<file path="src/rtl/cache_pkg.sv">
// cache_pkg: shared state type, bus widths and geometry helpers for the n-way cache
package cache_pkg;
    typedef enum logic [1:0] {IDLE, WRITE_BACK, ALLOCATE} state_t;
    localparam int LINE_W  = 128;
    localparam int WORD_W  = 32;
    localparam int PADDR_W = 30;
    localparam int MADDR_W = 28;
    function automatic int index_w(input int num_sets);
        return $clog2(num_sets);
    endfunction
    function automatic int tag_w(input int num_sets);
        return MADDR_W - $clog2(num_sets);
    endfunction
    function automatic int way_w(input int num_ways);
        return num_ways > 1 ? $clog2(num_ways) : 1;
    endfunction
endpackage

</file>
<file path="src/rtl/cache_nway_wb_if.sv">
// cache_nway_wb_if: processor word bus and line memory bus seen by the cache
interface cache_nway_wb_if;
    import cache_pkg::*;
    logic               proc_read, proc_write, proc_stall;
    logic [PADDR_W-1:0] proc_addr;
    logic [WORD_W-1:0]  proc_wdata, proc_rdata;
    logic               mem_read, mem_write, mem_ready;
    logic [MADDR_W-1:0] mem_addr;
    logic [LINE_W-1:0]  mem_wdata, mem_rdata;
    modport slave (
        input  proc_read, proc_write, proc_addr, proc_wdata, mem_rdata, mem_ready,
        output proc_rdata, proc_stall, mem_read, mem_write, mem_addr, mem_wdata
    );
    modport master (
        output proc_read, proc_write, proc_addr, proc_wdata, mem_rdata, mem_ready,
        input  proc_rdata, proc_stall, mem_read, mem_write, mem_addr, mem_wdata
    );
endinterface

</file>
<file path="src/rtl/cache_lru_age.sv">
// cache_lru_age: per-set true-LRU ages and victim choice (lowest invalid way, else oldest)
module cache_lru_age import cache_pkg::*; #(
    parameter int NUM_WAYS = 2
) (
    input  logic                       clk,
    input  logic                       rst,
    input  logic                       access_en,
    input  logic [way_w(NUM_WAYS)-1:0] access_way,
    input  logic [NUM_WAYS-1:0]        valid,
    output logic [way_w(NUM_WAYS)-1:0] victim_way
);
    localparam int AW = way_w(NUM_WAYS);
    if (NUM_WAYS == 1) begin : g_one
        assign victim_way = '0;
    end else begin : g_age
        logic [AW-1:0] age [NUM_WAYS];
        // accessed way becomes youngest; only ways younger than it grow older, so ages stay a permutation
        always_ff @(posedge clk or posedge rst) begin
            if (rst) for (int w = 0; w < NUM_WAYS; w++) age[w] <= AW'(w);
            else if (access_en)
                for (int w = 0; w < NUM_WAYS; w++)
                    age[w] <= (w == int'(access_way)) ? '0 : (age[w] < age[access_way]) ? age[w] + 1'b1 : age[w];
        end
        // descending scans so the lowest index wins; invalid ways override the oldest way
        always_comb begin
            victim_way = '0;
            for (int w = NUM_WAYS - 1; w >= 0; w--) if (age[w] == AW'(NUM_WAYS - 1)) victim_way = AW'(w);
            for (int w = NUM_WAYS - 1; w >= 0; w--) if (!valid[w]) victim_way = AW'(w);
        end
    end
endmodule

</file>
<file path="src/rtl/cache_nway_wb.sv">
// cache_nway_wb: N-way set-associative write-back, write-allocate cache, word bus to 128-bit line memory.
// Define CACHE_PERF_CNT_EN to add saturating perf_hit/perf_miss/perf_wb counters.
module cache_nway_wb import cache_pkg::*; #(
    parameter int NUM_SETS  = 4,
    parameter int NUM_WAYS  = 2,
    parameter int READ_ONLY = 0
) (
    input logic clk,
    input logic proc_reset,
    cache_nway_wb_if.slave bus
`ifdef CACHE_PERF_CNT_EN
    ,
    output logic [31:0] perf_hit,
    output logic [31:0] perf_miss,
    output logic [31:0] perf_wb
`endif
);
    localparam int IW = index_w(NUM_SETS);
    localparam int TW = tag_w(NUM_SETS);
    localparam int AW = way_w(NUM_WAYS);

    state_t            state;
    logic [NUM_WAYS-1:0] valid_q [NUM_SETS];
    logic [NUM_WAYS-1:0] dirty_q [NUM_SETS];
    logic [TW-1:0]     tag_q   [NUM_SETS][NUM_WAYS];
    logic [LINE_W-1:0] data_q  [NUM_SETS][NUM_WAYS];
    logic [AW-1:0]     victim_all [NUM_SETS];
    logic [AW-1:0]     way_q, hit_way, victim, acc_way;
    logic [IW-1:0]     index;
    logic [TW-1:0]     tag;
    logic [1:0]        offset;
    logic              wr, req, hit, hit_ok, fill_done, acc_en;
    logic [LINE_W-1:0] hit_line;

    assign {tag, index, offset} = bus.proc_addr;
    assign wr        = bus.proc_write && READ_ONLY == 0;
    assign req       = bus.proc_read || wr;
    assign hit_ok    = state == IDLE && req && hit;
    assign fill_done = state == ALLOCATE && bus.mem_ready;
    assign acc_en    = hit_ok || fill_done;
    assign acc_way   = fill_done ? way_q : hit_way;
    assign victim    = victim_all[index];
    assign hit_line  = data_q[index][hit_way];
    assign bus.proc_stall = state != IDLE || (req && !hit);
    assign bus.proc_rdata = (state == IDLE && hit) ? hit_line[{offset, 5'd0} +: WORD_W] : '0;

    // parallel tag compare across every way of the addressed set
    always_comb begin
        hit = 1'b0;
        hit_way = '0;
        for (int w = 0; w < NUM_WAYS; w++)
            if (valid_q[index][w] && tag_q[index][w] == tag) begin
                hit = 1'b1;
                hit_way = AW'(w);
            end
    end

    for (genvar s = 0; s < NUM_SETS; s++) begin : g_set
        cache_lru_age #(.NUM_WAYS(NUM_WAYS)) u_age (
            .clk        (clk),
            .rst        (proc_reset),
            .access_en  (acc_en && index == IW'(s)),
            .access_way (acc_way),
            .valid      (valid_q[s]),
            .victim_way (victim_all[s])
        );
    end

    // controller: dirty marking on write hits, miss decision, write-back of a dirty victim, line fetch
    always_ff @(posedge clk or posedge proc_reset) begin
        if (proc_reset) begin
            state         <= IDLE;
            bus.mem_read  <= 1'b0;
            bus.mem_write <= 1'b0;
            bus.mem_addr  <= '0;
            bus.mem_wdata <= '0;
            way_q         <= '0;
            for (int s = 0; s < NUM_SETS; s++) begin
                valid_q[s] <= '0;
                dirty_q[s] <= '0;
            end
        end else begin
            case (state)
                IDLE:
                    if (hit_ok && wr) dirty_q[index][hit_way] <= 1'b1;
                    else if (req && !hit) begin
                        way_q <= victim;
                        if (READ_ONLY == 0 && valid_q[index][victim] && dirty_q[index][victim]) begin
                            bus.mem_addr  <= {tag_q[index][victim], index};
                            bus.mem_wdata <= data_q[index][victim];
                            bus.mem_write <= 1'b1;
                            state         <= WRITE_BACK;
                        end else begin
                            bus.mem_addr <= bus.proc_addr[PADDR_W-1:2];
                            bus.mem_read <= 1'b1;
                            state        <= ALLOCATE;
                        end
                    end
                WRITE_BACK:
                    if (bus.mem_ready) begin
                        bus.mem_write         <= 1'b0;
                        bus.mem_read          <= 1'b1;
                        bus.mem_addr          <= bus.proc_addr[PADDR_W-1:2];
                        dirty_q[index][way_q] <= 1'b0;
                        state                 <= ALLOCATE;
                    end
                ALLOCATE:
                    if (bus.mem_ready) begin
                        bus.mem_read          <= 1'b0;
                        valid_q[index][way_q] <= 1'b1;
                        dirty_q[index][way_q] <= 1'b0;
                        state                 <= IDLE;
                    end
                default: state <= IDLE;
            endcase
        end
    end

    // line storage: write hits merge one word, fills replace tag and whole line
    always_ff @(posedge clk) begin
        if (hit_ok && wr) data_q[index][hit_way][{offset, 5'd0} +: WORD_W] <= bus.proc_wdata;
        if (fill_done) begin
            data_q[index][way_q] <= bus.mem_rdata;
            tag_q[index][way_q]  <= tag;
        end
    end

`ifdef CACHE_PERF_CNT_EN
    logic fill_q;
    // saturating event counters; the re-access hit right after a fill is not a real hit
    always_ff @(posedge clk or posedge proc_reset) begin
        if (proc_reset) begin
            fill_q    <= 1'b0;
            perf_hit  <= '0;
            perf_miss <= '0;
            perf_wb   <= '0;
        end else begin
            fill_q <= fill_done;
            if (hit_ok && !fill_q && perf_hit != '1) perf_hit <= perf_hit + 1'b1;
            if (state == IDLE && req && !hit && perf_miss != '1) perf_miss <= perf_miss + 1'b1;
            if (state == WRITE_BACK && bus.mem_ready && perf_wb != '1) perf_wb <= perf_wb + 1'b1;
        end
    end
`endif
endmodule

</file>
<file path="src/flat_wrapper.sv">
// flat-port wrapper written by rule: the top's interface ports become plain ports
module cache_nway_wb_flat import cache_pkg::*;
#(
    parameter int NUM_SETS  = 4,
    parameter int NUM_WAYS  = 2,
    parameter int READ_ONLY = 0
)
  (clk, proc_reset, bus_proc_read, bus_proc_write, bus_proc_addr, bus_proc_wdata, bus_mem_rdata, bus_mem_ready, bus_proc_rdata, bus_proc_stall, bus_mem_read, bus_mem_write, bus_mem_addr, bus_mem_wdata);
  cache_nway_wb_if bus_i ();
  input logic clk;
  input logic proc_reset;
  input wire logic [$bits(bus_i.proc_read)-1:0] bus_proc_read;
  input wire logic [$bits(bus_i.proc_write)-1:0] bus_proc_write;
  input wire logic [$bits(bus_i.proc_addr)-1:0] bus_proc_addr;
  input wire logic [$bits(bus_i.proc_wdata)-1:0] bus_proc_wdata;
  input wire logic [$bits(bus_i.mem_rdata)-1:0] bus_mem_rdata;
  input wire logic [$bits(bus_i.mem_ready)-1:0] bus_mem_ready;
  output wire logic [$bits(bus_i.proc_rdata)-1:0] bus_proc_rdata;
  output wire logic [$bits(bus_i.proc_stall)-1:0] bus_proc_stall;
  output wire logic [$bits(bus_i.mem_read)-1:0] bus_mem_read;
  output wire logic [$bits(bus_i.mem_write)-1:0] bus_mem_write;
  output wire logic [$bits(bus_i.mem_addr)-1:0] bus_mem_addr;
  output wire logic [$bits(bus_i.mem_wdata)-1:0] bus_mem_wdata;
  assign bus_i.proc_read = bus_proc_read;
  assign bus_i.proc_write = bus_proc_write;
  assign bus_i.proc_addr = bus_proc_addr;
  assign bus_i.proc_wdata = bus_proc_wdata;
  assign bus_i.mem_rdata = bus_mem_rdata;
  assign bus_i.mem_ready = bus_mem_ready;
  assign bus_proc_rdata = bus_i.proc_rdata;
  assign bus_proc_stall = bus_i.proc_stall;
  assign bus_mem_read = bus_i.mem_read;
  assign bus_mem_write = bus_i.mem_write;
  assign bus_mem_addr = bus_i.mem_addr;
  assign bus_mem_wdata = bus_i.mem_wdata;
  cache_nway_wb #(.NUM_SETS(NUM_SETS), .NUM_WAYS(NUM_WAYS), .READ_ONLY(READ_ONLY)) u_core (.clk(clk), .proc_reset(proc_reset), .bus(bus_i));
endmodule
</file>
<file path="config.mk">
export PLATFORM = sky130hd
export DESIGN_NAME = cache_nway_wb_flat
export DESIGN_NICKNAME = d
export VERILOG_FILES = /design/src/rtl/cache_pkg.sv /design/src/rtl/cache_nway_wb_if.sv /design/src/rtl/cache_lru_age.sv /design/src/rtl/cache_nway_wb.sv /design/src/flat_wrapper.sv
export SDC_FILE = /design/constraint.sdc
export NUM_CORES = 2
export LEC_CHECK = 0
export CORE_UTILIZATION = 56
export CTS_BUF_LIST = sky130_fd_sc_hd__clkbuf_4 sky130_fd_sc_hd__clkbuf_8
export DETAILED_ROUTE_END_ITERATION = 6
export GPL_TIMING_DRIVEN = 0
export MAX_ROUTING_LAYER = met4
export PLACE_DENSITY_LB_ADDON = 0.15
export SYNTH_ARGS = -nofsm -noshare
export SYNTH_HDL_FRONTEND = slang
export SYNTH_HIERARCHICAL = 1
export SYNTH_SLANG_ARGS = --single-unit
</file>
<file path="constraint.sdc">
create_clock -name clk -period 5.2 [get_ports clk]
set_clock_uncertainty 0.1 [all_clocks]
set_input_delay 0.52 -clock clk [delete_from_list [all_inputs] [get_ports clk]]
set_output_delay 0.52 -clock clk [all_outputs]
set_load 0.03 [all_outputs]
</file>
**Clock wiring as the flow saved it**

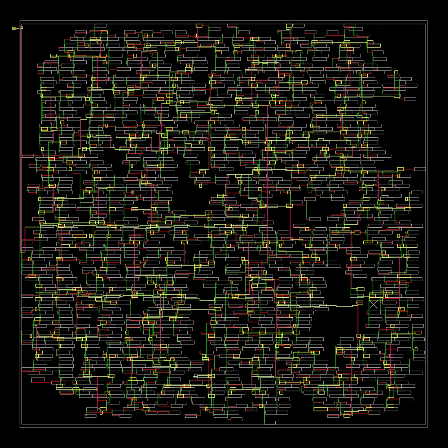
Num Clock Sinks: 1417
number of buffers added by the clock tree synthesis step: 220
clock distribution power: 9.82 mW
number of flip-flops and latches: 1417
worst-skew pair later-pin latency: 0.95 ns

**Routed clock nets over the placement**

Scale: 1 px per um.
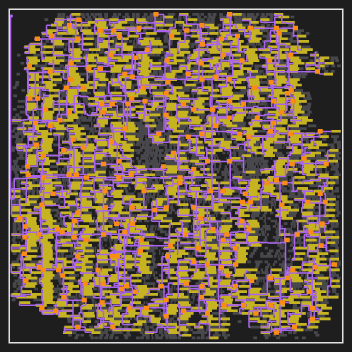
[flip-flops] yellow | count: 1417
[clock wires] purple | length: 16600 um
[clock-net drivers] orange | count: 220
routed clock nets: 221

==> flow_summary_export.csv <==
group,metric,value,unit
grt,grt_pass1_vias,38500,
setup_path,worstSetupStartpointType,"flop",
die,die_area,110000,um2
final_timing,maxSlewHeadroom,-0.155,
die,die.size.x,332,um
logic_synthesis,synthAoiAreaFrac,0.0432,
outcome,run_status,"finished with violations",
final_timing,max_freq,177,MHz
logic_synthesis,yosys-top-cells-count,"sky130_fd_sc_hd__edfxtp_1 (1232), sky130_fd_sc_hd__nand2_1 (503), sky130_fd_sc_hd__mux4_2 (322), sky130_fd_sc_hd__o21ai_0 (268), sky130_fd_sc_hd__dfrtp_1 (181)",
cts,cts_buffer_depth,3,
logic_synthesis,syn_inst,3710,
grt,gr-total-overflow,0,
final_timing,setup_ws,-0.443,ns
logic_synthesis,ff_type,"sky130_fd_sc_hd__edfxtp_1",
logic_synthesis,sequential_cell_area_fraction_in_the_yosys_report,0.682,
cts,cts.root.buffer_cell,"sky130_fd_sc_hd__clkbuf_8",
drt,totalWireLength,203000,um
logic_synthesis,yosys.area_share.xor_xnor,0.00660,
logic_synthesis,ys_async_sr_fraction,0.131,
drt,post_drt_wl_per_cell,33.9,um
min_path,hold_path_class,"in2reg",
grt,total_routing_usage_reported_by_global_routing,0.377,
drt,drt_first_iter_violations,6085,
flow_run,max_cap_violations,1,
logic_synthesis,post_synth_main_area_contributors,"sky130_fd_sc_hd__edfxtp_1 (61%), sky130_fd_sc_hd__mux4_2 (12%), sky130_fd_sc_hd__dfrtp_1 (7.4%)",
final_timing,period_minus_slack,5.64,ns
layout,layout-drive-gt1-share,0.266,
drt,drc,1,
logic_synthesis,synth_stat.cells,3710,
logic_synthesis,yosys-stat-area,61000,um2
placed_design,count_of_buffers_from_port_buffering,384,
final_timing,post-route-period-util,1.09,
die,floorplan.rows,120,
setup_path,critPathArrivalTime,5.02,ns
setup_path,critPathCaptureType,"primary output",
layout,syn2layout_area_growth,20.5,%
cts,post_cts_resized,386,
cts,tritoncts,"built",
layout,finish.net_count,4577,
cts,number_of_setup_buffers_added_after_cts,6,
final_timing,finalSetupViolations,35,
cts,clk_pin_slew,0.06,ns
layout,top_layout_cells,"sky130_fd_sc_hd__edfxtp_1 (1232), sky130_fd_sc_hd__nand2_1 (502), sky130_fd_sc_hd__clkdlybuf4s50_1 (351), sky130_fd_sc_hd__mux4_2 (322), sky130_fd_sc_hd__o21ai_0 (267)",
logic_synthesis,top_cell_area_share,0.606,
logic_synthesis,synthDistinctLibCells,67,
setup_path,critical_path.max_fanout,6,
outcome,failed_checks,"DRC, capacitance limit, slew limit, setup timing",
logic_synthesis,mappedNetlistArea,61000,um2
logic_synthesis,synthMostInstantiatedCell,"sky130_fd_sc_hd__edfxtp_1",
logic_synthesis,synth.yosys.warnings,6,
placed_design,gpl.final_weighted_congestion,1.01,
flow_run,openroad.warnings,37,
final_timing,report.final.slew_viol_count,6,
logic_synthesis,synth.avg_cell_area,16.4,um2
grt,initial_antenna_violation_count,16,
die,fp.coreArea,108000,um2
setup_path,timing.setup.critical_path_class,"reg2out",
logic_synthesis,synth.largest_area_cell,"sky130_fd_sc_hd__edfxtp_1",
drt,vias_per_cell,6.63,
final_timing,setup_repair_after_global_routing_missed_its_margin,"true",
logic_synthesis,nets_at_floorplan,3914,
logic_synthesis,numSynthFlops,1417,
logic_synthesis,synth.cellmix.simpleShare,0.0559,
grt,grt_pass1_wl,281000,um
power,worst_ir_drop_vdd,0.392,mV
final_timing,fin_hold_ws,0.269,ns
power,power.density,457,nW/um2
die,top_ports,386,
final_timing,final-hold-violation-count,0,
logic_synthesis,yosys-mux-area-fraction,0.190,
die,die_h,332,um
cts,cts_hold_buf,1,
**The metal 1 layer**

Scale: 1 px per um. Supply wires on this layer in grey.
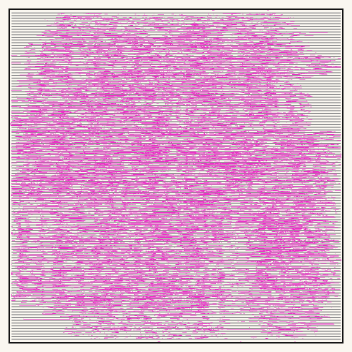
share of all routed wire: 35%
nets with wire on the layer: 4353
main direction: horizontal
longest straight run: 109 um
wire length on this layer: 71.1 mm

[final timing paths]
check | slack, ns | end | startpoint | cells past startpoint
setup / recovery | -0.44 | bus_proc_rdata[20] | u_core/tag_q[3][8] | 10
hold / removal | 0.27 | u_core/tag_q[2][23] | bus_proc_addr[27] | 1
max in group asynchronous | 3.31 | u_core/bus.mem_wdata[49] | proc_reset | 5
setup reg to reg | -0.02 | u_core/data_q[1][128] | u_core/state[0] | 8
hold reg to reg | 0.38 | u_core/bus.mem_wdata[25] | u_core/bus.mem_wdata[25] | 1
min in group asynchronous | 0.49 | u_core/g_set[2].u_age/g_age.age[1] | proc_reset | 3
[where the power goes]
group / total [mW] / internal (mW) / switching (mW)
logic: 9.34 / 3.54 / 5.79
registers: 14.4 / 13.8 / 0.572
clock network: 9.82 / 5.41 / 4.41
total: 33.6 / 22.8 / 10.8
[critical path, stage by stage (launching register included)]
cell and delay [ns]:
sky130_fd_sc_hd__edfxtp_1 0.40, sky130_fd_sc_hd__mux4_2 0.52, sky130_fd_sc_hd__xnor2_2 0.27, sky130_fd_sc_hd__nand2_1 0.10, sky130_fd_sc_hd__or4_4 0.53, sky130_fd_sc_hd__or4_4 0.59
sky130_fd_sc_hd__buf_12 0.21, sky130_fd_sc_hd__mux2i_2 0.21, sky130_fd_sc_hd__a22oi_2 0.75, sky130_fd_sc_hd__and4_1 0.35, sky130_fd_sc_hd__buf_6 0.15
[per-layer routing]
layer	vias up	routed length [um]	share of wire	global-route usage
met5	-	0	0	-
met4	0	12500	0.061	0.209
met3	514	27000	0.13	0.101
met2	3202	92200	0.45	0.548
met1	20100	71100	0.35	0.487
li1	15900	-	-	-
[final cells by class]
cell class / count / area, um2
Timing Repair Buffer: 442 / 4900
Buffer: 238 / 1350
Inverter: 24 / 93.8
Clock inverter: 75 / 591
Multi-Input combinational cell: 2030 / 19000
Sequential cell: 1417 / 41600
Antenna cell: 21 / 52.6
Fill cell: 7323 / 34000
Tap cell: 1403 / 1760
Clock buffer: 338 / 4090
[registers in the layout, indices dropped and copies added (netlist names)]
signal	flops
u_core/g_set.u_age/g_age.age	8
u_core/data_q	1024
u_core/dirty_q	8
u_core/state	2
u_core/tag_q	208
u_core/valid_q	8
u_core/way_q	1
u_core/bus.mem_read	1
u_core/bus.mem_wdata	128
u_core/bus.mem_addr	28
u_core/bus.mem_write	1
[logic make-up (layout without fill, tap and decap cells)]
| logic type | Yosys count | count (layout) |
|---|---|---|
| flip-flops | 1417 | 1417 |
| AND-OR/OR-AND | 466 | 466 |
| multiplexers | 721 | 721 |
| adder cells (fa/ha/maj) | 9 | 9 |
| buffers and inverters | 263 | 1117 |
| AND/OR/NAND/NOR | 788 | 788 |
| XOR/XNOR | 46 | 46 |
| other | 0 | 21 |
[through the flow]
stage	instance area, um2	util	power, mW	setup TNS, ns	std cells
floorplan	61000	-	19.6	0	3710
global placement	66600	0.620	23.4	-3483.79	5497
detailed placement	67800	0.631	23.7	-1550.33	5542
CTS	73200	0.681	33.4	-3.62	5962
global route	73500	0.683	34.5	-4.85	5979
finish	73500	0.684	33.6	-5.75	5988
Power figures rest on the tool's default switching activity, not on a simulated workload.
